### src/rtl/riscv_writeback_unit.sv
// Writeback stage: selects ALU / PC+4 / aligned-and-extended load data and
// drives a single-cycle register-file write, with a bounded wait for load data.
module riscv_writeback_unit #(
    parameter int XLEN    = 64,
    parameter int TIMEOUT = 15
) (
    input  logic            clk,
    input  logic            reset,
    input  logic            in_valid,
    output logic            in_ready,
    input  logic            in_reg_write,
    input  logic [4:0]      in_rd,
    input  logic [1:0]      in_wb_sel,
    input  logic [2:0]      in_funct3,
    input  logic [XLEN-1:0] in_alu_result,
    input  logic [XLEN-1:0] in_pc_plus4,
    input  logic            mem_rsp_valid,
    input  logic [XLEN-1:0] mem_rsp_data,
    output logic            wb_reg_write,
    output logic [4:0]      wb_rd,
    output logic [XLEN-1:0] wb_write_data,
    output logic            pending_valid,
    output logic [4:0]      pending_rd,
    output logic            err_timeout
);

    typedef enum logic [1:0] {
        IDLE,
        WAIT_MEM,
        WRITE
    } state_t;

    localparam logic [7:0] TIMEOUT_LAST = 8'(TIMEOUT - 1);

    state_t          state, state_next;
    logic [4:0]      rd_q, rd_d;
    logic            reg_write_q, reg_write_d;
    logic [2:0]      funct3_q, funct3_d;
    logic [2:0]      addr_q, addr_d;
    logic [7:0]      wait_cnt_q, wait_cnt_d;
    logic [XLEN-1:0] data_d;
    logic            err_d;
    logic            transfer;
    logic            write_en_d;

    // Align the addressed byte to bit 0, then extend according to the load width.
    function automatic logic [XLEN-1:0] load_extend(input logic [XLEN-1:0] data,
                                                    input logic [2:0]      offset,
                                                    input logic [2:0]      funct3);
        logic [XLEN-1:0] shifted;
        shifted = data >> {offset, 3'b000};
        case (funct3)
            3'b000:  return {{(XLEN-8){shifted[7]}},   shifted[7:0]};
            3'b001:  return {{(XLEN-16){shifted[15]}}, shifted[15:0]};
            3'b010:  return {{(XLEN-32){shifted[31]}}, shifted[31:0]};
            3'b100:  return {{(XLEN-8){1'b0}},         shifted[7:0]};
            3'b101:  return {{(XLEN-16){1'b0}},        shifted[15:0]};
            3'b110:  return {{(XLEN-32){1'b0}},        shifted[31:0]};
            default: return shifted;
        endcase
    endfunction

    assign in_ready = (state != WAIT_MEM);
    assign transfer = in_valid && in_ready;

    always_comb begin
        // NOTE: every signal gets a default before the case so no path leaves it unassigned (no latches).
        state_next  = state;
        rd_d        = rd_q;
        reg_write_d = reg_write_q;
        funct3_d    = funct3_q;
        addr_d      = addr_q;
        wait_cnt_d  = wait_cnt_q;
        data_d      = '0;
        err_d       = 1'b0;

        case (state)
            IDLE, WRITE: begin
                if (transfer) begin
                    rd_d        = in_rd;
                    reg_write_d = in_reg_write;
                    funct3_d    = in_funct3;
                    addr_d      = in_alu_result[2:0];
                    if (in_wb_sel == 2'b01) begin
                        wait_cnt_d = '0;
                        state_next = WAIT_MEM;
                    end else begin
                        data_d     = (in_wb_sel == 2'b10) ? in_pc_plus4 : in_alu_result;
                        state_next = WRITE;
                    end
                end else begin
                    state_next = IDLE;
                end
            end
            WAIT_MEM: begin
                // A response on the timeout edge still completes the load.
                if (mem_rsp_valid) begin
                    data_d     = load_extend(mem_rsp_data, addr_q, funct3_q);
                    state_next = WRITE;
                end else if (wait_cnt_q == TIMEOUT_LAST) begin
                    err_d      = 1'b1;
                    state_next = IDLE;
                end else begin
                    wait_cnt_d = wait_cnt_q + 8'd1;
                end
            end
            default: state_next = IDLE;
        endcase
    end

    assign write_en_d = reg_write_d && (rd_d != 5'd0);

    always_ff @(posedge clk) begin
        // NOTE: sequential state uses non-blocking assignments so every register samples pre-edge values.
        if (reset) begin
            state         <= IDLE;
            rd_q          <= '0;
            reg_write_q   <= 1'b0;
            funct3_q      <= '0;
            addr_q        <= '0;
            wait_cnt_q    <= '0;
            wb_reg_write  <= 1'b0;
            wb_rd         <= '0;
            wb_write_data <= '0;
            pending_valid <= 1'b0;
            pending_rd    <= '0;
            err_timeout   <= 1'b0;
        end else begin
            state         <= state_next;
            rd_q          <= rd_d;
            reg_write_q   <= reg_write_d;
            funct3_q      <= funct3_d;
            addr_q        <= addr_d;
            wait_cnt_q    <= wait_cnt_d;
            wb_reg_write  <= (state_next == WRITE) && write_en_d;
            if (state_next == WRITE) begin
                wb_rd         <= rd_d;
                wb_write_data <= data_d;
            end
            pending_valid <= (state_next != IDLE) && write_en_d;
            pending_rd    <= rd_d;
            err_timeout   <= err_d;
        end
    end

endmodule
### config.mk
export PLATFORM = sky130hd
export DESIGN_NAME = riscv_writeback_unit
export DESIGN_NICKNAME = d
export VERILOG_FILES = /design/src/rtl/riscv_writeback_unit.sv
export SDC_FILE = /design/constraint.sdc
export NUM_CORES = 1
export LEC_CHECK = 0
export ABC_AREA = 0
export CORE_ASPECT_RATIO = 0.6
export CORE_MARGIN = 1.5
export CORE_UTILIZATION = 35
export DETAILED_ROUTE_END_ITERATION = 6
export HOLD_SLACK_MARGIN = 0.02
export PLACE_DENSITY = 0.67
export SYNTH_ARGS = -nofsm -noshare
export SYNTH_HDL_FRONTEND = slang
export SYNTH_SLANG_ARGS = --single-unit
### constraint.sdc
create_clock -name clk -period 2.9 [get_ports clk]
set_input_delay 0.58 -clock clk [delete_from_list [all_inputs] [get_ports clk]]
set_output_delay 0.58 -clock clk [all_outputs]
set_load 0.005 [all_outputs]
==> metrics.yaml, run 1 <==
outcome: "completed"
post_cts_resized: 0
die_height_um: 107.2
initial_utilization: 0.3637
grt_remaining_overflow: 0
die-area_um2: 18930
grt_pass1_vias: 7020
top_cells_by_area: "sky130_fd_sc_hd__dfxtp_1 30%, sky130_fd_sc_hd__a21oi_1 9.1%, sky130_fd_sc_hd__nand2_1 8.7%"
mostFrequentLayoutCell: "sky130_fd_sc_hd__clkdlybuf4s50_1"
layout_setup_ws_ps: 211.6
postPlaceCellArea_um2: 9514
hold_buffers: 0
power_leakage_nw: 3.747
place_congestion: 0.9010
yosysMostFrequentCell: "sky130_fd_sc_hd__nand2_1"
areaGrowthSynthToFinish_pct: 54.82
yosys-stat-area_um2: 6331
period_minus_slack_ps: 2688
grt_first_pass_wirelength_um: 40630
synth_area_per_cell_um2: 7.528
netlist-cell-type-count: 52
whs_path_depth: 2
post-place-cells: 1331
synthDominantAreaCellType: "sky130_fd_sc_hd__dfxtp_1"
design.final.nets: 1317
r2r-start: "addr_q[1]"
stdcell_area_um2: 9802
clock_sink_count: 94
setup.worst_path.start_class: "input port"
top_cells_by_count: "147 x sky130_fd_sc_hd__nand2_1, 115 x sky130_fd_sc_hd__a21oi_1, 94 x sky130_fd_sc_hd__dfxtp_1"
detail_route.first_pass.iterations: 7
timing.setup.tns_ps: 0
clk_pin_slew_worst_paths_ps: 80
cts_max_path_bufs: 2
tritoncts.num_buffers: 9
num_rows: 37
critical-path-slowest-cell: "sky130_fd_sc_hd__clkdlybuf4s50_1"
timing.critical_path.slowest_cell_delay_ps: 510
drc_violations: 0
## run 1: power breakdown
group	leakage, nW	switching (W)	internal (W)	total [W]
registers	0.773	0.0000663	0.00138	0.00145
clock network	0.144	0.000599	0.000603	0.00120
logic	2.83	0.000588	0.000680	0.00127
total	3.75	0.00125	0.00267	0.00392
## run 1: cell type report
class                      count  area share
sequential                    94      0.1922
clock buffer                   9     0.02298
clock inverter                 7    0.006382
multi-input combinational    671      0.4216
inverter                       5    0.001915
timing repair buffer         327      0.3250
tap                          234     0.02987
## run 1: flip-flops by register name (all words and copies together), names as in the netlist
signal / flops
wb_write_data: 64
wait_cnt_q: 8
rd_q: 5
wb_rd: 5
addr_q: 3
funct3_q: 3
state: 2
err_timeout: 1
pending_valid: 1
reg_write_q: 1
wb_reg_write: 1
## run 1: layer usage
layer	GRT usage	vias up	part of all wire
met5	0	-	0
met4	0.06053	0	0.016
met3	0.07979	37	0.093
met2	0.4179	357	0.42
met1	0.4016	3471	0.47
li1	-	3582	-
## run 1: how the worst max path moves through the flow
stage               cells past startpoint                end        startpoint  slack, ps
floorplan                               7  wb_write_data[34]  mem_rsp_data[47]        460
global placement                        7  wb_write_data[32]  mem_rsp_data[63]       -140
detailed placement                      7  wb_write_data[22]  mem_rsp_data[63]       -140
CTS                                     7  wb_write_data[32]  mem_rsp_data[63]        220
global route                            7  wb_write_data[32]  mem_rsp_data[63]        140
finish                                  7  wb_write_data[22]  mem_rsp_data[63]        210
## run 1: cell families after synthesis
kind of cell               synth area share
AOI/OAI and AO/OA                    0.2974
xor gates and xnor gates           0.006917
adders and majority gates          0.003952
buffers and inverters               0.05257
DFF                                  0.2972
muxes                                0.1360
and+or+nand+nor                      0.2059
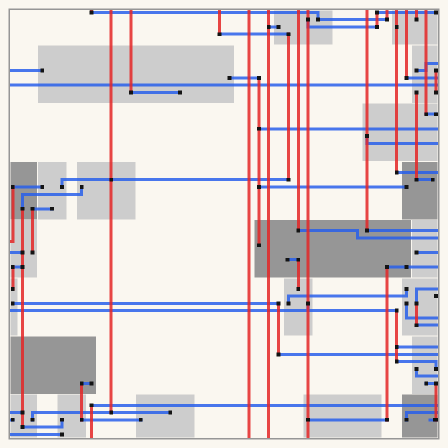
Fig. 1. Layout detail (run 1).
Region (122, 17) to (142, 37) um. Cells in gray, sequential cells in the stronger gray; small squares are vias.
Key: M1 = blue; M2 = red
Most frequent: nor2_1 (4). Sequential cells in the window: 2. Netlist names of flops here include `addr_q` (1), `wb_write_data` (1). 17 logic cells have their middle in the window.

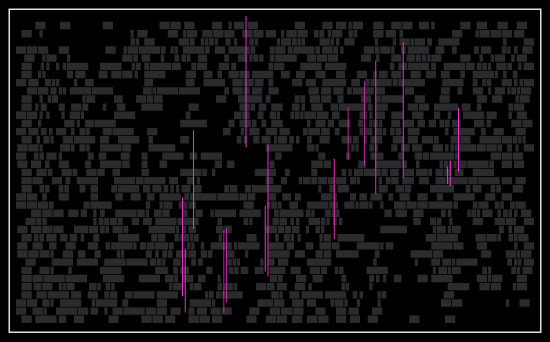
Fig. 2. The metal 4 layer (run 1).
Drawn at 3 px/um. Cells faint in the background.
14 nets have wire on it. The layer carries 442 um of wire. The wires run mostly vertical.

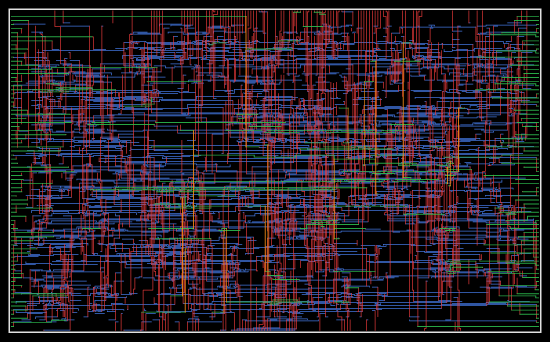
Fig. 3. Routed metal, one color a layer (run 1).
Drawn at 3 px/um.
Key: M4 = orange [wire length 442 um]; M2 = red [wire length 11400 um]; M1 = blue [wire length 12900 um]; M3 = green [wire length 2550 um]

--- run 2 (diff from run 1) ---
--- a/config.mk
+++ b/config.mk
@@ -10,8 +10,9 @@
 export CORE_MARGIN = 1.5
 export CORE_UTILIZATION = 35
 export DETAILED_ROUTE_END_ITERATION = 6
-export HOLD_SLACK_MARGIN = 0.02
+export HOLD_SLACK_MARGIN = 0.03
 export PLACE_DENSITY = 0.67
+export SLEW_MARGIN = 20
 export SYNTH_ARGS = -nofsm -noshare
 export SYNTH_HDL_FRONTEND = slang
 export SYNTH_SLANG_ARGS = --single-unit
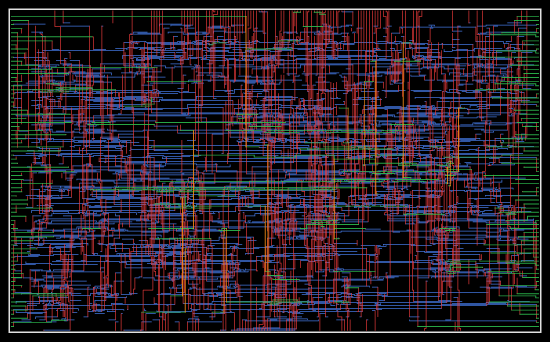
Fig. 4. Routed metal, one color a layer (run 2).
Drawn at 3 px/um.
Key: M2 = red [wire length 11400 um]; M4 = orange [wire length 442 um]; M3 = green [wire length 2550 um]; M1 = blue [wire length 12900 um]

==> metrics.yaml, run 2 <==
clock_power_share: 0.307
comb_power_share: 0.323
sw_frac_of_total: 0.3197
whs_path_depth: 2
grt_pass1_vias: 7020
yosys-stat-area_um2: 6331
place_congestion: 0.9010
die_height_um: 107.2
clock_sink_count: 94
timing.setup.tns_ps: 0
use_met3: 0.07979
power_leakage_nw: 3.747
seqPwrFrac: 0.370
critical_path.startpoint: "mem_rsp_data[63]"
post-place-cells: 1331
areaGrowthSynthToFinish_pct: 54.82
tritoncts.num_buffers: 9
synth_area_per_cell_um2: 7.528
outcome: "completed"
hold_buffers: 0
use_met2: 0.4179
stdcell_area_um2: 9802
largest_reg_flops: 64
mostFrequentLayoutCell: "sky130_fd_sc_hd__clkdlybuf4s50_1"
register_ranked_first_by_flip_flop_count: "wb_write_data"
drc_violations: 0
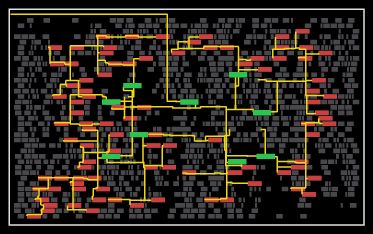
Fig. 5. Clock wires, drivers and flops (run 2).
Drawn at 2 px/um.
Key: flip-flops = red [count 94]; clock wires = yellow [length 1400 um]; clock-net drivers = green [count 9]
There are 10 routed clock nets.

-- run 2: area by class of cell --
class / count / area (um2) / share of cell area
clock buffers: 9 / 225.2 / 0.02298
clock inverters: 7 / 62.56 / 0.006382
inverters: 5 / 18.77 / 0.001915
multi-input cells: 671 / 4133 / 0.4216
flip-flops and latches: 94 / 1884 / 0.1922
well taps: 234 / 292.8 / 0.02987
repair buffers: 327 / 3186 / 0.3250
-- run 2: power by group through the flow --
| stage | clock network, W | logic, W | registers, W |
|---|---|---|---|
| 2_1_floorplan | 0 | 0.000557 | 0.00147 |
| 6_report | 0.00120 | 0.00127 | 0.00145 |
| 5_1_grt | 0.00127 | 0.00136 | 0.00146 |
| 3_5_place_dp | 0 | 0.00125 | 0.00148 |
| 3_3_place_gp | 0 | 0.00124 | 0.00148 |
| 4_1_cts | 0.00122 | 0.00126 | 0.00145 |
-- run 2: logic make-up (layout without fill, tap and decap cells) --
group | after synthesis | in the layout | share of synthesized area
adders and majority gates | 2 | 2 | 0.003952
DFF | 94 | 94 | 0.2972
xor gates and xnor gates | 5 | 5 | 0.006917
and+or+nand+nor | 304 | 304 | 0.2059
AOI/OAI and AO/OA | 289 | 289 | 0.2974
buffers and inverters | 76 | 348 | 0.05257
muxes | 71 | 71 | 0.1360
-- run 2: critical path, stage by stage --
cell and delay, ps:
sky130_fd_sc_hd__clkdlybuf4s50_1 510, sky130_fd_sc_hd__mux2_4 310, sky130_fd_sc_hd__mux4_2 480, sky130_fd_sc_hd__and3b_1 220, sky130_fd_sc_hd__buf_4 170, sky130_fd_sc_hd__o31a_1 440
sky130_fd_sc_hd__o2bb2ai_1 200
Power figures rest on the tool's default switching activity, not on a simulated workload.
